Run 1, the metal 1 layer:
Cells faint in the background.
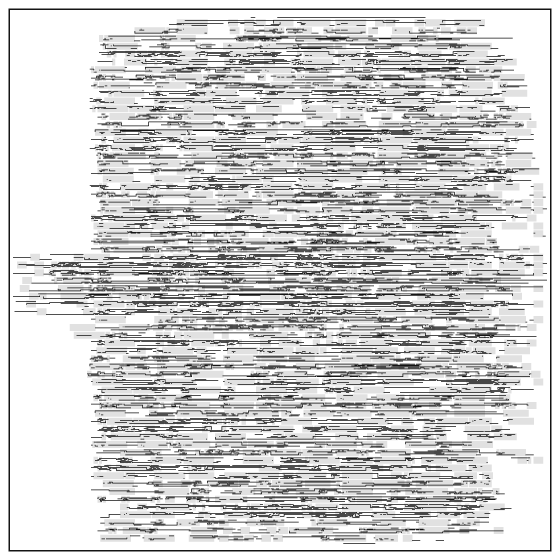
Run 1, metal 2:
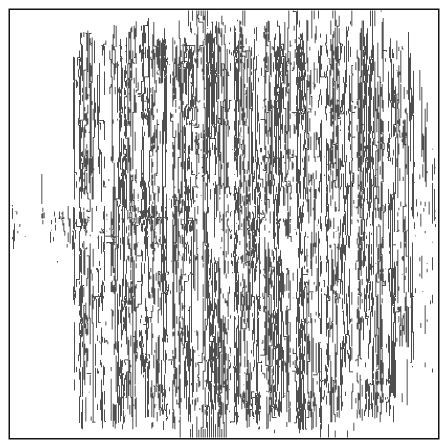
Run 1, metal 4:
Cells faint in the background.
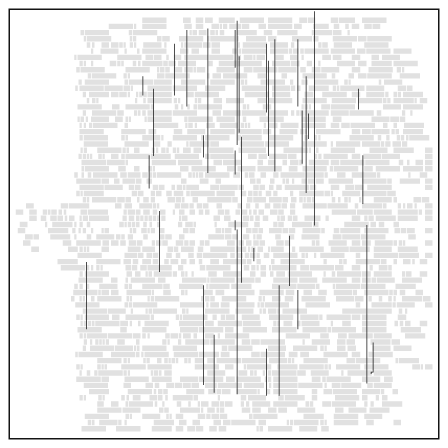
## src/rtl/dual_port_ram_be.sv

```systemverilog
// Dual-port byte-enable RAM with post-reset clear, selectable read-during-write mode and
// write-write collision flag. Define OUT_REG_EN for an extra output register (read latency 2).
module dual_port_ram_be #(
    parameter int unsigned      WIDTH    = 16,
    parameter int unsigned      DEPTH    = 16,
    localparam int unsigned     ADDR     = $clog2(DEPTH),
    parameter int unsigned      MODE     = 0,
    parameter logic [WIDTH-1:0] INIT_VAL = '0
) (
    input  logic                 clk,
    input  logic                 rst,
    output logic                 busy,
    input  logic                 en1,
    input  logic                 rd_en1,
    input  logic [WIDTH/8-1:0]   be1,
    input  logic [ADDR-1:0]      addr1,
    input  logic [WIDTH-1:0]     data_in1,
    output logic [WIDTH-1:0]     data_out1,
    output logic                 valid1,
    input  logic                 en2,
    input  logic                 rd_en2,
    input  logic [WIDTH/8-1:0]   be2,
    input  logic [ADDR-1:0]      addr2,
    input  logic [WIDTH-1:0]     data_in2,
    output logic [WIDTH-1:0]     data_out2,
    output logic                 valid2,
    output logic                 collision
);

    localparam int unsigned   BYTES    = WIDTH / 8;
    localparam logic [ADDR:0] DepthW   = (ADDR + 1)'(DEPTH);
    localparam logic [ADDR-1:0] LastAddr = ADDR'(DEPTH - 1);

    localparam logic [0:0] StClear = 1'b0;
    localparam logic [0:0] StReady = 1'b1;

    logic [WIDTH-1:0] mem [DEPTH];

    logic [0:0]      state_q, state_d;
    logic [ADDR-1:0] cnt_q, cnt_d;

    logic             ready;
    logic             in_range1, in_range2;
    logic             wr1, wr2, rd1, rd2;
    logic [WIDTH-1:0] rdata1, rdata2;

    logic [WIDTH-1:0] dout1_q, dout2_q;
    logic             vld1_q, vld2_q;
    logic             coll_q;

    assign ready     = (state_q == StReady);
    assign busy      = (state_q == StClear);
    assign in_range1 = ({1'b0, addr1} < DepthW);
    assign in_range2 = ({1'b0, addr2} < DepthW);

    // A write with no byte enabled is not a write at all (no collision either).
    assign wr1 = ready && en1 && !rd_en1 && in_range1 && (|be1);
    assign wr2 = ready && en2 && !rd_en2 && in_range2 && (|be2);
    assign rd1 = ready && en1 && rd_en1;
    assign rd2 = ready && en2 && rd_en2;

    // Clear sequencer: one word per cycle, leaves CLEAR on the edge writing the last word.
    always_comb begin
        state_d = state_q;
        cnt_d   = cnt_q;
        if (state_q == StClear) begin
            if (cnt_q == LastAddr) begin
                state_d = StReady;
                cnt_d   = '0;
            end else begin
                cnt_d = cnt_q + 1'b1;
            end
        end
    end

    always_ff @(posedge clk or posedge rst) begin
        if (rst) begin
            state_q <= StClear;
            cnt_q   <= '0;
        end else begin
            state_q <= state_d;
            cnt_q   <= cnt_d;
        end
    end

    // While rst is held this rewrites INIT_VAL to word 0, which the clear redoes anyway.
    // Port 1 is assigned last so it wins bytes enabled on both ports.
    always_ff @(posedge clk) begin
        if (state_q == StClear) begin
            mem[cnt_q] <= INIT_VAL;
        end else begin
            for (int unsigned b = 0; b < BYTES; b++) begin
                if (wr2 && be2[b]) mem[addr2][8*b +: 8] <= data_in2[8*b +: 8];
                if (wr1 && be1[b]) mem[addr1][8*b +: 8] <= data_in1[8*b +: 8];
            end
        end
    end

    always_comb begin
        rdata1 = in_range1 ? mem[addr1] : '0;
        rdata2 = in_range2 ? mem[addr2] : '0;
        if (MODE == 1) begin
            for (int unsigned b = 0; b < BYTES; b++) begin
                if (wr2 && (addr2 == addr1) && be2[b]) rdata1[8*b +: 8] = data_in2[8*b +: 8];
                if (wr1 && (addr1 == addr2) && be1[b]) rdata2[8*b +: 8] = data_in1[8*b +: 8];
            end
        end
    end

    always_ff @(posedge clk or posedge rst) begin
        if (rst) begin
            dout1_q <= '0;
            dout2_q <= '0;
            vld1_q  <= 1'b0;
            vld2_q  <= 1'b0;
            coll_q  <= 1'b0;
        end else begin
            if (rd1) dout1_q <= rdata1;
            if (rd2) dout2_q <= rdata2;
            vld1_q <= rd1;
            vld2_q <= rd2;
            coll_q <= wr1 && wr2 && (addr1 == addr2);
        end
    end

    assign collision = coll_q;

`ifdef OUT_REG_EN
    logic [WIDTH-1:0] pipe1_q, pipe2_q;
    logic             pvld1_q, pvld2_q;

    always_ff @(posedge clk or posedge rst) begin
        if (rst) begin
            pipe1_q <= '0;
            pipe2_q <= '0;
            pvld1_q <= 1'b0;
            pvld2_q <= 1'b0;
        end else begin
            if (vld1_q) pipe1_q <= dout1_q;
            if (vld2_q) pipe2_q <= dout2_q;
            pvld1_q <= vld1_q;
            pvld2_q <= vld2_q;
        end
    end

    assign data_out1 = pipe1_q;
    assign data_out2 = pipe2_q;
    assign valid1    = pvld1_q;
    assign valid2    = pvld2_q;
`else
    assign data_out1 = dout1_q;
    assign data_out2 = dout2_q;
    assign valid1    = vld1_q;
    assign valid2    = vld2_q;
`endif

endmodule

```

## config.mk

```make
export PLATFORM = sky130hd
export DESIGN_NAME = dual_port_ram_be
export DESIGN_NICKNAME = d
export VERILOG_FILES = /design/src/rtl/dual_port_ram_be.sv
export SDC_FILE = /design/constraint.sdc
export NUM_CORES = 1
export LEC_CHECK = 0
export CAP_MARGIN = 20
export CORE_MARGIN = 2
export CORE_UTILIZATION = 50
export CTS_BUF_LIST = sky130_fd_sc_hd__clkbuf_16
export CTS_CLUSTER_SIZE = 25
export DETAILED_ROUTE_END_ITERATION = 7
export PLACE_DENSITY = 0.68
export SLEW_MARGIN = 40
export SYNTH_ARGS = -nofsm -noshare
export SYNTH_HDL_FRONTEND = slang
export SYNTH_SLANG_ARGS = --single-unit
```

## constraint.sdc

```tcl
create_clock -name clk -period 3.4 [get_ports clk]
set_input_delay 0.85 -clock clk [delete_from_list [all_inputs] [get_ports clk]]
set_output_delay 0.85 -clock clk [all_outputs]
set_load 0.05 [all_outputs]
```

==> reports/metrics.cfg, run 1 <==
[synth]
yosys_most_used_dff = edfxtp_1
edf_count = 256
mux_share_pct = 25.2
area_leaders = edfxtp_1 45%, mux4_2 14%, mux2_2 8.5%, dfrtp_1 5.9%, o21ai_0 5.6%
syn_area_sq_mm = 0.0169
synthAdderAreaFrac_pct = 0.0738
postSynth.asyncResetShare_pct = 13.5
ys_sh_xor_pct = 0.258
synth_nets = 1391
ys_area_sq_mm = 0.0169

[timing]
min_period_ns = 2.85
setup_viol = 0
min_period_over_period_pct = 83.8
fmax_ghz = 0.351
rsz0062_at_grt = false
hold_violations = 0

[power]
p_leak_nw = 7.38
p_sw_mw = 2.19
seq_power_mw = 4.02
vdd_drop_max_mv = 0.460

[cells_and_area]
syn2layout_area_growth_pct = 16.2
fillCellCount = 2628
layout.nets = 1499

[clocking]
cts_resized = 0
clk_transition_reported_paths_ns = 0.06
cts_buffers = 31
cts_tree = done

[routing]
drtAntennaViolNets = 0

[floorplanning]
fp_util_pct = 50.7

[setup_path]
worst-path-stages = 2
cp_max_fo = 7
rrSetupSlack_ns = 1.03
crit_required_ns = 2.55
path_cells = inv_1, clkdlybuf4s50_1
crit_slowest_cell = clkdlybuf4s50_1

[worst_hold_path]
hold_path_depth = 2

[status]
outcome = finished clean

[global_routing]
grt_first_pass_wirelength_microns = 78100

Back to the opening pictures, 'the metal 1 layer':
1411 nets have wire on it. The layer holds 41% of the routed length. The longest straight run is 74.5 microns. The layer carries 21.5 mm of wire.
vias post-DR: 12.5k
grt met1 use: 42.9%

Back to the opening pictures, 'metal 2':
The wires run mostly vertical. The layer carries 23.3 mm of wire. The longest straight run is 76.2 microns.
M2 GR Usage: 44.3%
WL final: 52800 microns

Back to the opening pictures, 'metal 4':
The longest straight run is 93.8 microns. The wires run mostly vertical. The layer holds 2.1% of the routed length. The layer carries 1120 microns of wire.

run 1: through the flow:
stage	hold slack (ns)	area, sq um	setup WS, ns	utilization, %	std cells
global placement	0.502	18700	0.101	55.9	1863
finish	0.515	19700	0.552	58.9	1921
floorplan	0.521	16900	0.631	-	1340
global route	0.544	19700	0.506	58.9	1921
CTS	0.521	19700	0.540	58.8	1921
detailed placement	0.508	18700	0.0294	55.9	1863
run 1: worst paths after layout:
| path | startpoint | to |
|---|---|---|
| min in group asynchronous | rst | data_out2[1]$_DFFE_PP0P_ |
| max in group asynchronous | rst | data_out2[11]$_DFFE_PP0P_ |
| worst max-delay path | ready$_DFF_PP0_ | busy |
| worst max register to register | ready$_DFF_PP0_ | mem[5][12]$_DFFE_PP_ |
| worst min-delay path | data_out2[4]$_DFFE_PP0P_ | data_out2[4]$_DFFE_PP0P_ |
| worst min register to register | data_out2[4]$_DFFE_PP0P_ | data_out2[4]$_DFFE_PP0P_ |
run 1: sequential cells by signal, summed over array words and instances, names as in the netlist:
signal / cells
data_out2: 16
data_out1: 16
ready: 1
cnt_q: 4
valid2: 1
collision: 1
mem: 256
valid1: 1
run 1: area by class of cell:
class | instances | area [sq um] | share of cell area (%)
clock buffers | 31 | 776 | 3.94
clock inverters | 27 | 205 | 1.04
inverters | 6 | 22.5 | 0.114
multi-input cells | 923 | 7740 | 39.3
flip-flops and latches | 296 | 8690 | 44.1
well taps | 448 | 561 | 2.85
repair buffers | 190 | 1700 | 8.63
run 1: layer usage:
layer	routed length [microns]	track usage, %	vias up
met3	6830	9.92	81
met5	0	0	-
met4	1120	7.00	0
met2	23300	44.3	745
met1	21500	42.9	6224
li1	-	-	5419
run 1: cells by family (layout without fill, tap and decap cells):
family,Yosys count,in the layout
AND-OR/OR-AND,313,313
XOR/XNOR,5,5
adder cells (fa/ha/maj),1,1
buffers and inverters,121,254
flip-flops,296,296
multiplexers,282,282
AND/OR/NAND/NOR,322,322
run 1: worst reg2reg max path, delay by kind of cell (launching register included):
kind                   cells  cell delay [ns]
AOI/OAI and AO/OA          3             1.03
buffers and inverters      1             0.25
and+or+nand+nor            1             0.40
DFF                        1             0.43
run 1: layout by cell type (no fill, tap or decap), types with 7 or more instances in the layout:
| cell type | Yosys | layout |
|---|---|---|
| o22ai_1 | 32 | 30 |
| nand3b_1 | 8 | 8 |
| a31oi_1 | 10 | 10 |
| dfrtp_1 | 40 | 40 |
| and3_1 | 17 | 17 |
| mux2i_1 | 51 | 51 |
| o21ai_0 | 188 | 188 |
| mux2_2 | 128 | 128 |
| nor2_1 | 49 | 49 |
| inv_1 | 5 | 12 |
| nor3_2 | 10 | 10 |
| o221ai_1 | 9 | 9 |
| nand2b_1 | 7 | 7 |
| nor2b_1 | 13 | 13 |
| o21bai_1 | 10 | 9 |
| clkdlybuf4s50_1 | 0 | 80 |
| nor2_2 | 7 | 7 |
| nand2_1 | 173 | 173 |
| mux4_2 | 103 | 103 |
| clkinv_1 | 1 | 8 |
| a21oi_1 | 35 | 35 |
| a22oi_1 | 23 | 23 |
| buf_4 | 7 | 103 |
| nor3_4 | 12 | 12 |
| edfxtp_1 | 256 | 256 |
| clkbuf_16 | 0 | 31 |
==> run 2: changes to the inputs <==
- clock period: 3.4 -> 2.7 ns (I/O delays scaled with it)
==> reports/metrics.cfg, run 2 <==
[synth]
postSynth.asyncResetShare_pct = 13.5  ; unchanged
edf_count = 256  ; unchanged
syn_area_sq_mm = 0.0169  ; unchanged
mux_share_pct = 25.2  ; unchanged
ys.warnings.count = 0
yosys.area.top_type = edfxtp_1
ys_sh_xor_pct = 0.258  ; unchanged
synth_nets = 1391  ; unchanged
area_leaders = edfxtp_1 45%, mux4_2 14%, mux2_2 8.5%, dfrtp_1 5.9%, o21ai_0 5.6%

[clocking]
cts_buffers = 31  ; unchanged
cts_resized = 0  ; unchanged
clk_transition_reported_paths_ns = 0.06  ; about the same
cts_tree = done

[setup_path]
cp_max_fo = 8  ; +1
crit_slowest_cell = o21ai_0
crit_required_ns = 3.02  ; +0.47 ns
path_cells = clkdlybuf4s50_1, and3b_1, buf_12, a21oi_1, o21ai_0, o22ai_1, buf_4
critPathMaxStageDelay_ns = 0.70
arrival_ns = 2.86

[timing]
hold_violations = 0  ; unchanged
setup_slack_ns = 0.167  ; -0.385 ns
fmax_ghz = 0.395
setup_viol = 0  ; unchanged
min_period_over_period_pct = 93.8
min_period_ns = 2.53
rsz0062_at_grt = false

[placed_design]
preCtsSetupSlack_ns = -0.303  ; -0.332 ns
placed_area_sq_mm = 0.0196  ; +4.7%

[global_routing]
met3_usage_pct = 7.58  ; -2.3 points
busiest_layer = met1
grt_first_pass_wirelength_microns = 79100  ; +1.2%

[status]
outcome = finished clean

[cells_and_area]
final_area_sq_mm = 0.0206  ; +4.8%
layout.nets = 1566  ; +4.5%
final_layout_top_logic_cell = edfxtp_1
n_antenna_cell = 0
regMostFlops = mem
syn2layout_area_growth_pct = 21.8
fin_cells = 1988  ; +3.5%

[power]
p_leak_nw = 7.82  ; +5.9%
vdd_drop_max_mv = 0.484  ; +5.1%

[worst_hold_path]
hp-class = reg -> reg
hold_path_depth = 2  ; unchanged

[routing]
drtAntennaViolNets = 0  ; unchanged

-- run 2: per-stage QoR --
stage               power, mW  util, %
detailed placement       6.60     58.6
finish                   10.9     61.7
global placement         6.59     58.5
floorplan                5.97        -
global route             11.2     61.7
CTS                      10.9     61.7
-- run 2: logic make-up after synthesis --
family,after synthesis
xor gates and xnor gates,5
and+or+nand+nor,322
AOI/OAI and AO/OA,313
DFF,296
buffers and inverters,121
adders and majority gates,1
muxes,282
-- run 2: critical path, delay by kind of cell --
family                 cells  cell delay [ns]
AND/OR/NAND/NOR            1             0.32
AND-OR/OR-AND              3             0.92
buffers and inverters      3             0.93
-- run 2: per-layer routing --
layer  wire, microns  vias to the layer above  part of all wire [%]
met5              32                        -                 0.060
met4            1450                        4                   2.7
met3            6740                      107                    13
met2           23100                      859                    43
met1           21900                     6352                    41
li1                -                     5536                     -
-- run 2: cell type report --
| cell class | count | area, sq um |
|---|---|---|
| clock buffer | 32 | 801 |
| tap | 448 | 561 |
| timing repair buffer | 257 | 2590 |
| sequential | 296 | 8690 |
| inverter | 6 | 22.5 |
| clock inverter | 26 | 239 |
| multi-input combinational | 923 | 7730 |
| fill | 2476 | 12800 |
-- run 2: path summary, 6_finish.rpt --
path | startpoint | to | slack [ns]
hold / removal | data_out2[14]$_DFFE_PP0P_ | data_out2[14]$_DFFE_PP0P_ | 0.52
setup reg to reg | ready$_DFF_PP0_ | mem[8][14]$_DFFE_PP_ | 0.36
min in group asynchronous | rst | valid2$_DFF_PP0_ | 0.53
setup / recovery | en2 | mem[8][14]$_DFFE_PP_ | 0.17
hold reg to reg | data_out2[14]$_DFFE_PP0P_ | data_out2[14]$_DFFE_PP0P_ | 0.52
max in group asynchronous | rst | data_out2[11]$_DFFE_PP0P_ | 1.54
-- run 2: where the power goes --
part           internal (mW)  total (mW)  switching [mW]
Combinational          0.569        1.47           0.905
Sequential              5.03        5.06          0.0379
Clock                   2.53        4.40            1.87
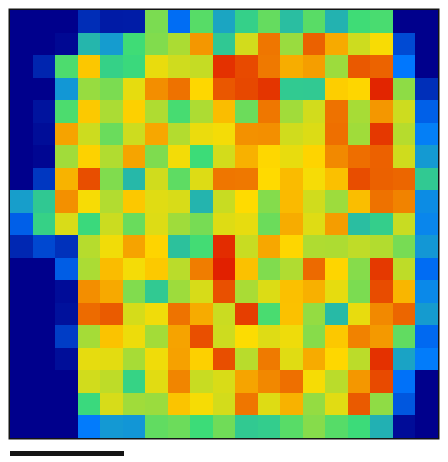
Run 2: placement density heat map
The bar under the picture is 50 microns long. 19 x 19 tiles, from dark blue (low) to red (high), 0 to 100% covered.
The mean over all tiles is 57%. 11% of the tiles are nearly empty. 31% of the tiles are over 75% full. The fullest tile reaches 96%.
Init Core Util: 50.7%
fin util: 61.7%
core box area: 0.0334 sq mm

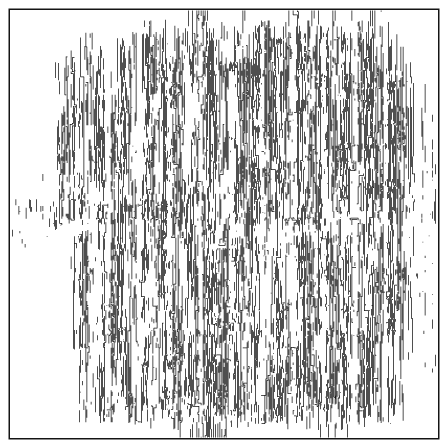
Run 2: metal 2
The wires run mostly vertical. The layer holds 43% of the routed length. 1310 nets have wire on it.
M2 GR Usage: 44.0%
WL final: 53200 microns
vias post-DR: 12.9k

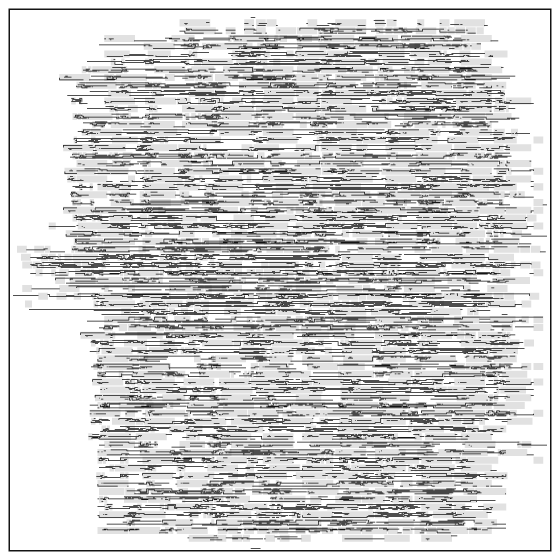
Run 2: the metal 1 layer
Cells faint in the background.
The layer carries 21.9 mm of wire. The layer holds 41% of the routed length.
grt met1 use: 44.8%

No activity file was given, so power comes from the tool's default toggle rates.
